`src/rtl/lstm_pkg.sv`:
```
// Shared types and constants for the LSTM sequencer.
package lstm_pkg;

  typedef enum logic [1:0] {
    SEQ_IDLE,
    SEQ_ISSUE,
    SEQ_WAIT,
    SEQ_DRAIN
  } seq_state_t;

  // Cycles from x handshake to cell_valid on the single-step cell.
  localparam int unsigned CELL_LATENCY = 6;

endpackage

```
`src/rtl/lstm_seq_fifo.sv`:
```
// First-word-fall-through FIFO holding {last, y} results headed downstream.
module lstm_seq_fifo #(
  parameter int unsigned DW    = 17,
  parameter int unsigned DEPTH = 4
) (
  input  logic                         clk,
  input  logic                         rst,
  input  logic                         push,
  input  logic [DW-1:0]                push_data,
  input  logic                         pop,
  output logic [DW-1:0]                pop_data,
  output logic                         pop_valid,
  output logic [$clog2(DEPTH):0]       count
);

  localparam int unsigned AW = $clog2(DEPTH);
  localparam int unsigned CW = AW + 1;

  logic [DW-1:0] mem [DEPTH];
  logic [AW-1:0] wr_ptr;
  logic [AW-1:0] rd_ptr;
  logic [CW-1:0] count_q;
  logic          do_push;
  logic          do_pop;

  // Pop only when data exists; a push into a full FIFO is allowed only alongside a pop.
  assign do_pop  = pop && (count_q != '0);
  assign do_push = push && ((count_q != CW'(DEPTH)) || do_pop);

  assign pop_data  = mem[rd_ptr];
  assign pop_valid = (count_q != '0);
  assign count     = count_q;

  // Pointer and occupancy tracking.
  always_ff @(posedge clk or posedge rst) begin
    if (rst) begin
      wr_ptr  <= '0;
      rd_ptr  <= '0;
      count_q <= '0;
    end else begin
      if (do_push) wr_ptr <= wr_ptr + AW'(1);
      if (do_pop)  rd_ptr <= rd_ptr + AW'(1);
      if (do_push && !do_pop)      count_q <= count_q + CW'(1);
      else if (do_pop && !do_push) count_q <= count_q - CW'(1);
    end
  end

  // Storage array; contents are qualified by count so no reset is needed.
  always_ff @(posedge clk) begin
    if (do_push) mem[wr_ptr] <= push_data;
  end

endmodule

```
`src/rtl/lstm_sequencer.sv`:
```
// Drives one LSTM cell step at a time over a configured sequence, buffering outputs.
module lstm_sequencer
  import lstm_pkg::*;
#(
  parameter int unsigned WIDTH     = 16,
  parameter int unsigned LEN_W     = 8,
  parameter int unsigned OUT_DEPTH = 4,
  parameter int unsigned TIMEOUT   = 15
) (
  input  logic             clk,
  input  logic             rst,
  input  logic             cfg_start,
  input  logic [LEN_W-1:0] cfg_len,
  input  logic [WIDTH-1:0] cfg_h0,
  input  logic [WIDTH-1:0] cfg_c0,
  output logic             busy,
  output logic             done,
  output logic             err,
  input  logic [WIDTH-1:0] s_x,
  input  logic             s_x_valid,
  output logic             s_x_ready,
  output logic [WIDTH-1:0] m_y,
  output logic             m_y_last,
  output logic             m_y_valid,
  input  logic             m_y_ready,
  output logic [WIDTH-1:0] final_h,
  output logic [WIDTH-1:0] final_c,
  input  logic             cell_ready,
  output logic [WIDTH-1:0] cell_x,
  output logic             cell_x_valid,
  output logic [WIDTH-1:0] cell_h,
  output logic             cell_h_valid,
  output logic [WIDTH-1:0] cell_c,
  output logic             cell_c_valid,
  input  logic [WIDTH-1:0] cell_y,
  input  logic [WIDTH-1:0] cell_c_out,
  input  logic             cell_valid
);

  localparam int unsigned CNT_W = $clog2(OUT_DEPTH) + 1;
  localparam int unsigned TO_W  = $clog2(TIMEOUT + 1);

  seq_state_t       state_q;
  seq_state_t       state_d;
  logic [LEN_W-1:0] len_q;
  logic [LEN_W-1:0] step_q;
  logic [WIDTH-1:0] h0_q;
  logic [WIDTH-1:0] c0_q;
  logic [TO_W-1:0]  wait_q;

  logic             issue_hs;
  logic             push;
  logic             latch_cfg;
  logic             done_d;
  logic             err_set;
  logic             last_step;
  logic [CNT_W-1:0] fifo_count;
  logic [WIDTH:0]   fifo_out;

  assign last_step = (step_q == (len_q - LEN_W'(1)));

  // Next-state and per-cycle control strobes.
  always_comb begin
    state_d   = state_q;
    s_x_ready = 1'b0;
    issue_hs  = 1'b0;
    push      = 1'b0;
    latch_cfg = 1'b0;
    done_d    = 1'b0;
    err_set   = 1'b0;
    case (state_q)
      SEQ_IDLE: begin
        if (cfg_start) begin
          if (cfg_len != '0) begin
            latch_cfg = 1'b1;
            state_d   = SEQ_ISSUE;
          end else begin
            done_d = 1'b1;
          end
        end
      end
      SEQ_ISSUE: begin
        s_x_ready = cell_ready && (fifo_count < CNT_W'(OUT_DEPTH));
        issue_hs  = s_x_valid && s_x_ready;
        if (issue_hs) state_d = SEQ_WAIT;
      end
      SEQ_WAIT: begin
        if (cell_valid) begin
          push    = 1'b1;
          state_d = last_step ? SEQ_DRAIN : SEQ_ISSUE;
        end else if (wait_q == TO_W'(TIMEOUT)) begin
          err_set = 1'b1;
          state_d = SEQ_IDLE;
        end
      end
      SEQ_DRAIN: begin
        if (fifo_count == '0) begin
          done_d  = 1'b1;
          state_d = SEQ_IDLE;
        end
      end
      default: state_d = SEQ_IDLE;
    endcase
  end

  // State register.
  always_ff @(posedge clk or posedge rst) begin
    if (rst) state_q <= SEQ_IDLE;
    else     state_q <= state_d;
  end

  // Config latch, step/wait counters, status flags and final state capture.
  always_ff @(posedge clk or posedge rst) begin
    if (rst) begin
      len_q   <= '0;
      h0_q    <= '0;
      c0_q    <= '0;
      step_q  <= '0;
      wait_q  <= '0;
      done    <= 1'b0;
      err     <= 1'b0;
      final_h <= '0;
      final_c <= '0;
    end else begin
      done <= done_d;
      if (latch_cfg) begin
        len_q  <= cfg_len;
        h0_q   <= cfg_h0;
        c0_q   <= cfg_c0;
        step_q <= '0;
        err    <= 1'b0;
      end
      if (err_set) err <= 1'b1;
      if (issue_hs)                   wait_q <= '0;
      else if (state_q == SEQ_WAIT)   wait_q <= wait_q + TO_W'(1);
      if (push) begin
        final_h <= cell_y;
        final_c <= cell_c_out;
        step_q  <= step_q + LEN_W'(1);
      end
    end
  end

  // Cell drive: x passes straight through on handshake; h0/C0 accompany step 0 only.
  assign cell_x       = s_x;
  assign cell_x_valid = issue_hs;
  assign cell_h       = h0_q;
  assign cell_c       = c0_q;
  assign cell_h_valid = issue_hs && (step_q == '0);
  assign cell_c_valid = issue_hs && (step_q == '0);
  assign busy         = (state_q != SEQ_IDLE);

  lstm_seq_fifo #(
    .DW    (WIDTH + 1),
    .DEPTH (OUT_DEPTH)
  ) u_fifo (
    .clk       (clk),
    .rst       (rst),
    .push      (push),
    .push_data ({last_step, cell_y}),
    .pop       (m_y_ready),
    .pop_data  (fifo_out),
    .pop_valid (m_y_valid),
    .count     (fifo_count)
  );

  assign m_y      = fifo_out[WIDTH-1:0];
  assign m_y_last = fifo_out[WIDTH];

endmodule

```
`config.mk`:
```
export PLATFORM = sky130hd
export DESIGN_NAME = lstm_sequencer
export DESIGN_NICKNAME = d
export VERILOG_FILES = /design/src/rtl/lstm_pkg.sv /design/src/rtl/lstm_seq_fifo.sv /design/src/rtl/lstm_sequencer.sv
export SDC_FILE = /design/constraint.sdc
export NUM_CORES = 1
export LEC_CHECK = 0
export ABC_AREA = 1
export CAP_MARGIN = 0
export CORE_MARGIN = 2
export CORE_UTILIZATION = 52
export CTS_CLUSTER_DIAMETER = 120
export DETAILED_ROUTE_END_ITERATION = 16
export PLACE_DENSITY = 0.9
export SETUP_SLACK_MARGIN = 0.1
export SLEW_MARGIN = 20
export SYNTH_ARGS = -nofsm -noshare
export SYNTH_HDL_FRONTEND = slang
export SYNTH_SLANG_ARGS = --single-unit
```
`constraint.sdc`:
```
create_clock -name clk -period 4.9 [get_ports clk]
set_input_delay 0.98 -clock clk [delete_from_list [all_inputs] [get_ports clk]]
set_output_delay 0.98 -clock clk [all_outputs]
set_load 0.005 [all_outputs]
```
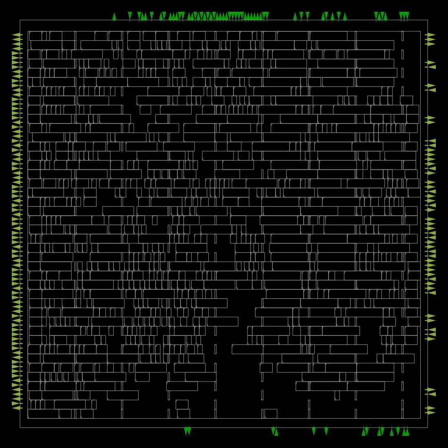
placement.png
total number of sequential cells: 163
fraction of area in registers: 47.4%

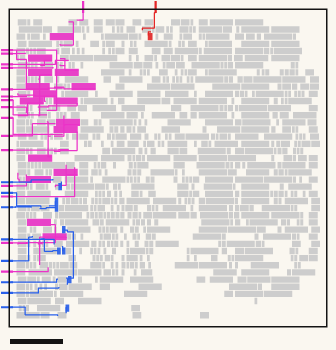
io_fan.png
Bar = 20 µm.
Key: `s_x_valid` = red [bits 1, direction input, end cells 1, buffers 1, wire 14.6 µm]; `cfg_len` = blue [bits 8, direction input, end cells 8, buffers 8, wire 195 µm]; `cell_h` = magenta [bits 16, direction output, end cells 16, buffers 16, wire 563 µm]
Port Buffers: 167
I/O pins: 200

==> design notes <==
The run finished with clean final reports. The total area inside the core boundary comes to 0.0132 mm². Nets still carrying antenna violations after routing amount to 0. After floorplanning, the core was divided into 42 placement rows. The tools report the maximum number of buffers from clock root to sink as 2. The tools report the reg-to-reg critical path endpoint as u_fifo.count[2]$_DFFE_PP0P_. Walking the critical path from launch to capture passes 6 cell instances. Leaving out the clock tree, the finished layout contains an inverter count of 56. Per the final timing report, the hold violations number 0. Data arrives at the worst endpoint at 2.72 ns.

By area, the class that comes first in the final layout consists of sequential cells. The largest share of the power goes to combinational cells. For this run, the number of Yosys warnings is 0. The detailed router reports a met2 wire length of 7790 µm.

Summed over all cells, the static leakage comes to 4.08 nW. The routed layout reports a DRC error count of 0. The run gives 0.0145 mm² as the overall die area. The final weighted congestion recorded by global placement is 0.783. The chip height is 120 µm, and the share of synthesized registers carrying an async set or reset is 58.3%.

In this design, the critical path's most frequently occurring cell is sky130_fd_sc_hd__clkdlybuf4s50_1. Each instance of the synthesized netlist takes up on average 9.83 µm². In the synthesized netlist, the cells that appear most often are sky130_fd_sc_hd__nand2_1 (242), sky130_fd_sc_hd__dfrtp_1 (95), sky130_fd_sc_hd__edfxtp_1 (68).

After Yosys synthesis, XOR and XNOR cells account for 0.996% of the synthesized area. For reference, compound AND-OR and OR-AND cells occupy 7.31% of the area reported after synthesis. Internal power comes to 3.69 mW.

In this run the power density over the cells is 601 mW/mm². Of the total power, the clock network draws 23.4%. The cell-mix breakdown from Yosys lists the adder-cell area share as 2.60%. The shortest period the worst path allows is 3.70 ns.

The timing report attributes the biggest portion of critical-path delay to buffers and inverters. The most used flip-flop cell after synthesis is sky130_fd_sc_hd__dfrtp_1. The post-placement cell area is 0.00874 mm².

Relative area of non-clock buffer cells in the final design: 18.6%. The repair_antennas step left the layout with diodes totalling 0. The total iterations of the first detailed-routing run was 7. After synthesis, the largest area contributor takes up 33.8% of total cell area.

The delay of the slowest cell on the worst path works out to 0.56 ns. Cell type of the slowest stage on the worst timing path: sky130_fd_sc_hd__clkdlybuf4s50_1. Per the skew report, the later register of the worst-skew pair sees a clock latency of 0.42 ns. The clock H-tree reported by CTS has 4 levels. The run gives 22.9% as the overall global routing resource usage. Across the whole layout, multi-input logic makes up 23.1% of the cell area.

The startpoint of the worst hold path was final_c[3]$_DFFE_PP0P_. The number of sinks on the clock net was 163.
No activity file was given, so power comes from the tool's default toggle rates.
